## src/rtl/servisia_pkg.sv

```systemverilog
// Shared constants for the servisia peripheral slice: GPI register map and reset settle time.
package servisia_pkg;

  localparam logic [1:0] GPI_ADR_LEVEL = 2'd0;
  localparam logic [1:0] GPI_ADR_RISE  = 2'd1;
  localparam logic [1:0] GPI_ADR_FALL  = 2'd2;
  localparam logic [1:0] GPI_ADR_MASK  = 2'd3;

  localparam int unsigned GPI_SETTLE_CYCLES = 3;

endpackage

```

## src/rtl/servisia_gpi_filter.sv

```systemverilog
// One-bit input conditioner: two-flop synchronizer, plus a stable-count debounce
// when SERVISIA_GPI_DEBOUNCE_EN is defined.
module servisia_gpi_filter #(
  parameter int unsigned DEBOUNCE_CYCLES = 4
) (
  input  logic clk,
  input  logic rst,
  input  logic d,
  output logic q
);

  if (DEBOUNCE_CYCLES < 2 || DEBOUNCE_CYCLES > 255) begin : g_param_check
    $error("servisia_gpi_filter: DEBOUNCE_CYCLES out of range");
  end

  logic meta_q, meta_d;
  logic sync_q, sync_d;

  always_comb begin
    meta_d = d;
    sync_d = meta_q;
  end

  always_ff @(posedge clk) begin
    if (rst) begin
      meta_q <= 1'b0;
      sync_q <= 1'b0;
    end else begin
      meta_q <= meta_d;
      sync_q <= sync_d;
    end
  end

`ifdef SERVISIA_GPI_DEBOUNCE_EN
  logic [7:0] cnt_q, cnt_d;
  logic       filt_q, filt_d;

  // Any cycle where sync agrees with the filtered value restarts the count.
  always_comb begin
    filt_d = filt_q;
    cnt_d  = '0;
    if (sync_q != filt_q) begin
      if (cnt_q == 8'(DEBOUNCE_CYCLES - 1)) begin
        filt_d = sync_q;
      end else begin
        cnt_d = cnt_q + 8'd1;
      end
    end
  end

  always_ff @(posedge clk) begin
    if (rst) begin
      cnt_q  <= '0;
      filt_q <= 1'b0;
    end else begin
      cnt_q  <= cnt_d;
      filt_q <= filt_d;
    end
  end

  assign q = filt_q;
`else
  assign q = sync_q;
`endif

endmodule

```

## src/rtl/servisia_gpi.sv

```systemverilog
// Wishbone general-purpose input block: level, sticky rise/fall flags (W1C), mask and IRQ.
// Define SERVISIA_GPI_DEBOUNCE_EN to add a per-bit debounce behind the synchronizer.
module servisia_gpi
  import servisia_pkg::*;
#(
  parameter int unsigned WIDTH           = 8,
  parameter int unsigned DEBOUNCE_CYCLES = 4
) (
  input  logic             wb_clk_i,
  input  logic             wb_rst_i,
  input  logic [1:0]       wb_adr_i,
  input  logic [WIDTH-1:0] wb_dat_i,
  input  logic             wb_we_i,
  input  logic             wb_stb_i,
  output logic [WIDTH-1:0] wb_rdt_o,
  output logic             wb_ack_o,
  input  logic [WIDTH-1:0] gpio_i,
  output logic             irq_o
);

  if (WIDTH < 1 || WIDTH > 32) begin : g_param_check
    $error("servisia_gpi: WIDTH out of range");
  end

  localparam logic [1:0] SettleDone = 2'(GPI_SETTLE_CYCLES);

  logic [WIDTH-1:0] filt;

  for (genvar i = 0; i < WIDTH; i++) begin : g_filter
    servisia_gpi_filter #(
      .DEBOUNCE_CYCLES (DEBOUNCE_CYCLES)
    ) u_filter (
      .clk (wb_clk_i),
      .rst (wb_rst_i),
      .d   (gpio_i[i]),
      .q   (filt[i])
    );
  end

  logic [1:0]       settle_q, settle_d;
  logic [WIDTH-1:0] level_q, level_d;
  logic [WIDTH-1:0] rise_q, rise_d;
  logic [WIDTH-1:0] fall_q, fall_d;
  logic [WIDTH-1:0] mask_q, mask_d;
  logic [WIDTH-1:0] rdt_q, rdt_d;
  logic             ack_q, ack_d;
  logic             irq_q, irq_d;

  logic             accept, wr_en, ev_en;
  logic [WIDTH-1:0] rise_ev, fall_ev, clr_rise, clr_fall, rd_data;

  always_comb begin
    accept = wb_stb_i & ~ack_q;
    wr_en  = accept & wb_we_i;
    ev_en  = (settle_q == SettleDone);

    // Hold off edge detection until the synchronizer has flushed its reset zeros.
    settle_d = ev_en ? settle_q : settle_q + 2'd1;
    rise_ev  = ev_en ? (filt & ~level_q) : '0;
    fall_ev  = ev_en ? (~filt & level_q) : '0;

    clr_rise = (wr_en && wb_adr_i == GPI_ADR_RISE) ? wb_dat_i : '0;
    clr_fall = (wr_en && wb_adr_i == GPI_ADR_FALL) ? wb_dat_i : '0;

    level_d = filt;
    // A new event beats a clear in the same cycle so no edge is lost.
    rise_d  = (rise_q & ~clr_rise) | rise_ev;
    fall_d  = (fall_q & ~clr_fall) | fall_ev;
    mask_d  = (wr_en && wb_adr_i == GPI_ADR_MASK) ? wb_dat_i : mask_q;

    unique case (wb_adr_i)
      GPI_ADR_LEVEL: rd_data = level_q;
      GPI_ADR_RISE:  rd_data = rise_q;
      GPI_ADR_FALL:  rd_data = fall_q;
      default:       rd_data = mask_q;
    endcase

    rdt_d = accept ? rd_data : '0;
    ack_d = accept;
    irq_d = |((rise_q | fall_q) & mask_q);
  end

  always_ff @(posedge wb_clk_i) begin
    if (wb_rst_i) begin
      settle_q <= '0;
      level_q  <= '0;
      rise_q   <= '0;
      fall_q   <= '0;
      mask_q   <= '0;
      rdt_q    <= '0;
      ack_q    <= 1'b0;
      irq_q    <= 1'b0;
    end else begin
      settle_q <= settle_d;
      level_q  <= level_d;
      rise_q   <= rise_d;
      fall_q   <= fall_d;
      mask_q   <= mask_d;
      rdt_q    <= rdt_d;
      ack_q    <= ack_d;
      irq_q    <= irq_d;
    end
  end

  assign wb_rdt_o = rdt_q;
  assign wb_ack_o = ack_q;
  assign irq_o    = irq_q;

endmodule

```

## config.mk

```make
export PLATFORM = sky130hd
export DESIGN_NAME = servisia_gpi
export DESIGN_NICKNAME = d
export VERILOG_FILES = /design/src/rtl/servisia_pkg.sv /design/src/rtl/servisia_gpi_filter.sv /design/src/rtl/servisia_gpi.sv
export SDC_FILE = /design/constraint.sdc
export NUM_CORES = 1
export LEC_CHECK = 0
export CAP_MARGIN = 15
export CORE_ASPECT_RATIO = 0.75
export CORE_UTILIZATION = 48
export CTS_CLUSTER_DIAMETER = 200
export DETAILED_ROUTE_END_ITERATION = 10
export PLACE_DENSITY = 0.86
export RECOVER_POWER = 25
export SETUP_SLACK_MARGIN = 0.15
export SLEW_MARGIN = 25
export SYNTH_ARGS = -nofsm -noshare
export SYNTH_HDL_FRONTEND = slang
export SYNTH_SLANG_ARGS = --single-unit
```

## constraint.sdc

```tcl
create_clock -name wb_clk_i -period 1.17 [get_ports wb_clk_i]
set_clock_uncertainty 0.05 [all_clocks]
set_input_delay 0.2925 -clock wb_clk_i [delete_from_list [all_inputs] [get_ports wb_clk_i]]
set_output_delay 0.2925 -clock wb_clk_i [all_outputs]
set_load 0.005 [all_outputs]
```

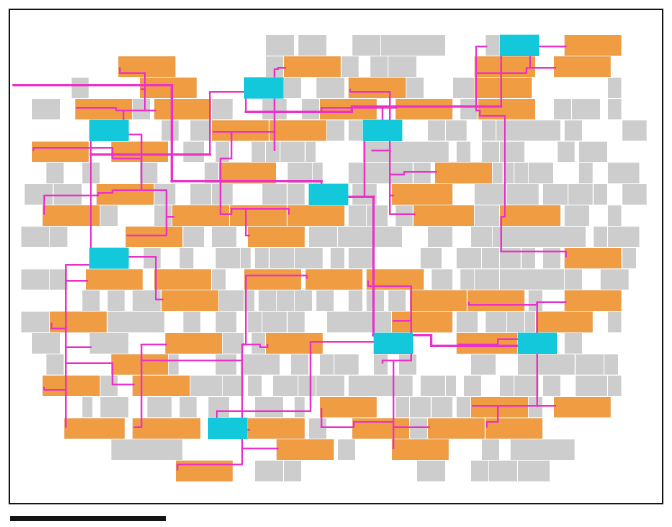
**Above:** run 1 (routed clock nets over the placement).
Bar = 20 µm.
[cyan] clock-net drivers | count: 9
[orange] flip-flops | count: 60
[magenta] clock wires | length: 702 µm
flops lie: spread over the die
routed clock nets: 10

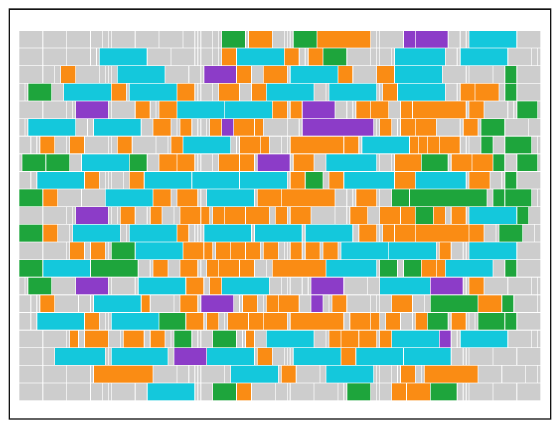
**Above:** run 1 (placement by cell class).
Fill, decap, tap and diode cells in gray.
| color | class | cells |
|---|---|---|
| green | remaining buffers and delay cells | 45 |
| purple | clock drivers and dummy loads | 16 |
| orange | remaining logic cells | 150 |
| cyan | registers | 60 |

==> flow_summary_export.csv, run 1 <==
group,metric,value,unit
run_status,status,"finished, violations left",
run_status,violations,"negative setup slack",
critical_path,arrival,1.42,ns
timing,fin_ws,-0.03934,ns
synthesis,top_cell,"dfxtp_1",
power,p_seq_frac,0.490,
timing,min_period,1.209,ns
power,peakVddDrop,0.8596,mV
route,dr_total_vias,1750,
power,power.internal,3.420,mW
critical_path,critPathMaxStageDelay,0.32,ns
floorplan,num_rows,21,
floorplan,ioPinCount,32,
placed_design,port_buffers,31,
critical_path,path_buffers,0,
synthesis,netlist.area_leader.share,0.5045,
cells_and_area,nFillCells,359,
clock_tree,cts.clk_slew.worst_paths,0.06,ns
critical_path,path_depth,3,
cells_and_area,final_cell_count_no_fill,328,
cells_and_area,diodes,0,
clock_tree,numClockSinks,60,
timing,setup-violations-final,15,
route,wl_met1,2114,µm
timing,slew_headroom,0.4992,
floorplan,initial_core_util,0.5178,
hold_path,hold_start,"g_filter[0].u_filter.meta_q$_SDFF_PP0_",
route,drcViolationCount,0,
route,route.detailed.wl_per_inst,14.31,µm
route,viasPerCell,5.335,
critical_path,path_max_fanout,8,
timing,tightest_slew,0.7511,ns
global_route,gr-usage-all-layers,0.1996,
critical_path,cp_slowest_cell,"dfxtp_2",
run,warnings,29,
cells_and_area,stdcell_area,0.003069,mm²
synthesis,ys_top_cells_by_count,"60 x dfxtp_1, 33 x nor2b_1, 24 x nand2b_1",
cells_and_area,seq_area,0.001214,mm²
floorplan,die.size.y,63.00,µm
cells_and_area,final-comb-area,0.001120,mm²
global_route,grt_overflow,0,
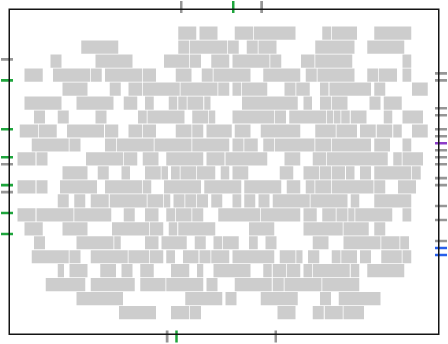
**Above:** run 1 (ports around the boundary).
Pins as bars across the die edge, other pins in gray.
| color | port | pins | direction | edge |
|---|---|---|---|---|
| green | `gpio_i` | 8 | input | 6 left, 1 top, 1 bottom |
| blue | `wb_adr_i` | 2 | input | right |
| purple | `wb_ack_o` | 1 | output | right |
all pins by edge: 17 right, 9 left, 3 top, 3 bottom

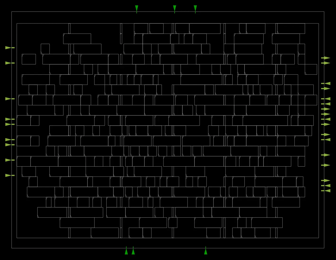
**Above:** run 1 (placement view).
core footprint: 0.004598 mm²
Seq/total area: 0.3954

==> run 1: kinds of logic after synthesis <==
family | Yosys count | synth area share
AND/OR/NAND/NOR | 81 | 0.2265
flip-flops | 60 | 0.5045
AND-OR/OR-AND | 41 | 0.09879
buffers and inverters | 24 | 0.04782
multiplexers | 17 | 0.1135
XOR/XNOR | 1 | 0.003679
adder cells (fa/ha/maj) | 1 | 0.005254
==> run 1: what timing repair did <==
item	CTS	global route
gates cloned	1	0
resized	68	12
pin swaps	14	3
endpoints found under the setup margin	43	44
==> run 1: final cells by class <==
type                       instances  share of cell area
sequential                        60              0.3954
clock inverter                     5             0.01631
timing repair buffer              45              0.1398
clock buffer                      11             0.04933
tap                               57             0.02324
inverter                           9             0.01101
multi-input combinational        141              0.3649
**Run 1: metal layers overlaid**

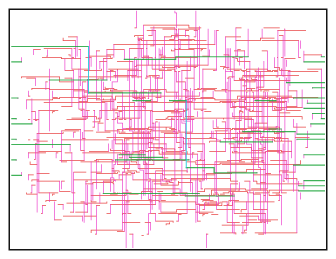

## Run 2: what changed since run 1
--- a/config.mk
+++ b/config.mk
@@ -5,7 +5,8 @@
 export SDC_FILE = /design/constraint.sdc
 export NUM_CORES = 1
 export LEC_CHECK = 0
-export CAP_MARGIN = 15
+export ABC_AREA = 1
+export CAP_MARGIN = 20
 export CORE_ASPECT_RATIO = 0.75
 export CORE_UTILIZATION = 48
 export CTS_CLUSTER_DIAMETER = 200
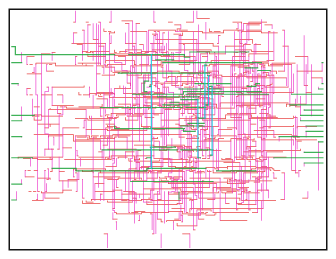
**Above:** run 2 (metal layers overlaid).
| color | layer | wire length |
|---|---|---|
| green | M3 | 501 µm |
| cyan | M4 | 83.0 µm |
| red | M1 | 2200 µm |
| magenta | M2 | 2380 µm |

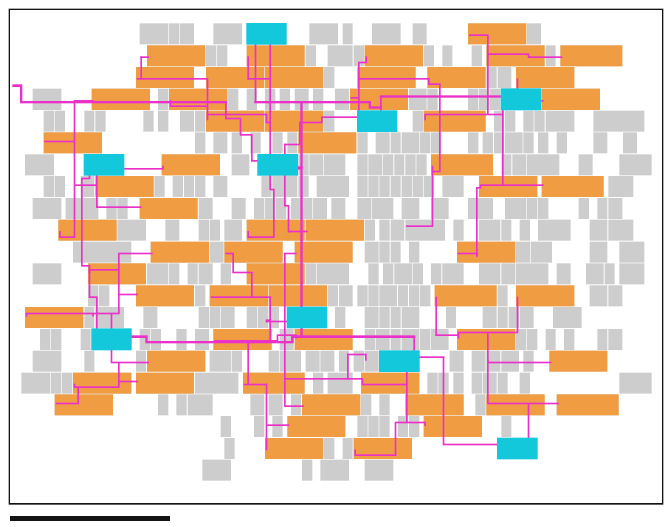
**Above:** run 2 (routed clock nets over the placement).
Bar = 20 µm.
[orange] flip-flops | count: 60
[magenta] clock wires | length: 707 µm
[cyan] clock-net drivers | count: 9
flops lie: spread over the die
routed clock nets: 10

==> flow_summary_export.csv, run 2 <==
group,metric,value,unit
floorplan,core,0.004493,mm²
cells_and_area,nFillCells,393,
hold_path,hold_start,"g_filter[5].u_filter.meta_q$_SDFF_PP0_",
power,power.internal,3.063,mW
cells_and_area,sh_comb_area,0.3137,
clock_tree,numClockSinks,60,
cells_and_area,nClkBuffers,11,
synthesis,ys_top_cells_by_count,"85 x nand2_1, 60 x dfxtp_1, 52 x nor2_1",
route,drcViolationCount,0,
cells_and_area,inv_count,42,
route,viasPerCell,5.000,
cells_and_area,flop-count,60,
floorplan,num_rows,21,
synthesis,edf_count,0,
critical_path,arrival,1.36,ns
timing,setup-violations-final,3,
global_route,gr-usage-all-layers,0.2314,
cells_and_area,stdcell_area,0.002904,mm²
clock_tree,cts.clk_slew.worst_paths,0.06,ns
floorplan,die.size.y,61.46,µm
placed_design,port_buffers,31,
run_status,violations,"negative setup slack",
route,dr_total_vias,2080,
global_route,grt_overflow,0,
cells_and_area,diodes,0,
cells_and_area,final_cell_count_no_fill,416,
cells_and_area,final-comb-area,910.9,µm²
cells_and_area,seqAreaFraction,0.4166,
power,peakVddDrop,0.9487,mV
route,route.detailed.wl_per_inst,12.41,µm
cells_and_area,signal_buffers,44,
timing,fin_ws,-0.01033,ns
cells_and_area,nonClkBufAreaFrac,0.1340,
cells_and_area,logic_gates,199,
cells_and_area,final-clk-cell-share,0.05386,
critical_path,path_max_fanout,8,
floorplan,ioPinCount,32,
run_status,status,"finished, violations left",
floorplan,initial_core_util,0.5035,
cells_and_area,biggestCellCategory,"sequential cells",
synthesis,netlist.area_leader.share,0.5310,
timing,min_period,1.180,ns
run,warnings,28,
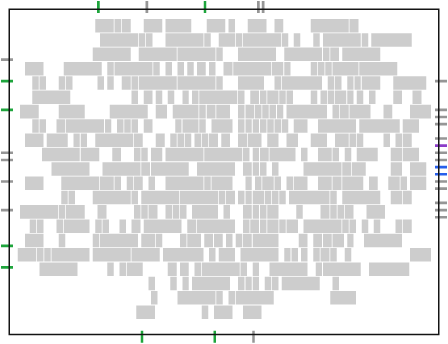
**Above:** run 2 (ports around the boundary).
Pins as bars across the die edge, other pins in gray.
| color | port | pins | direction | edge |
|---|---|---|---|---|
| purple | `wb_ack_o` | 1 | output | right |
| blue | `wb_adr_i` | 2 | input | right |
| green | `gpio_i` | 8 | input | 4 left, 2 bottom, 2 top |

==> run 2: worst max-delay path, delay by kind of cell, from the launching register on <==
kind | cells | cell delay, ns
AND/OR/NAND/NOR | 4 | 0.59
flip-flops | 1 | 0.32
buffers and inverters | 1 | 0.07
AND-OR/OR-AND | 1 | 0.05
==> run 2: cells by family after synthesis <==
family | Yosys count | share of synthesized area
AND/OR/NAND/NOR | 162 | 0.3037
AND-OR/OR-AND | 36 | 0.07965
flip-flops | 60 | 0.5310
adder cells (fa/ha/maj) | 1 | 0.005530
buffers and inverters | 47 | 0.08020
==> run 2: timing repair <==
action | CTS | global route
pin swaps | 12 | 17
hold buffers | 0 | 0
buffers inserted | 1 | 0
gates resized | 59 | 13
gates cloned | 1 | 0
setup endpoints to repair | 44 | 53
Power is estimated from default activity; no workload was simulated.
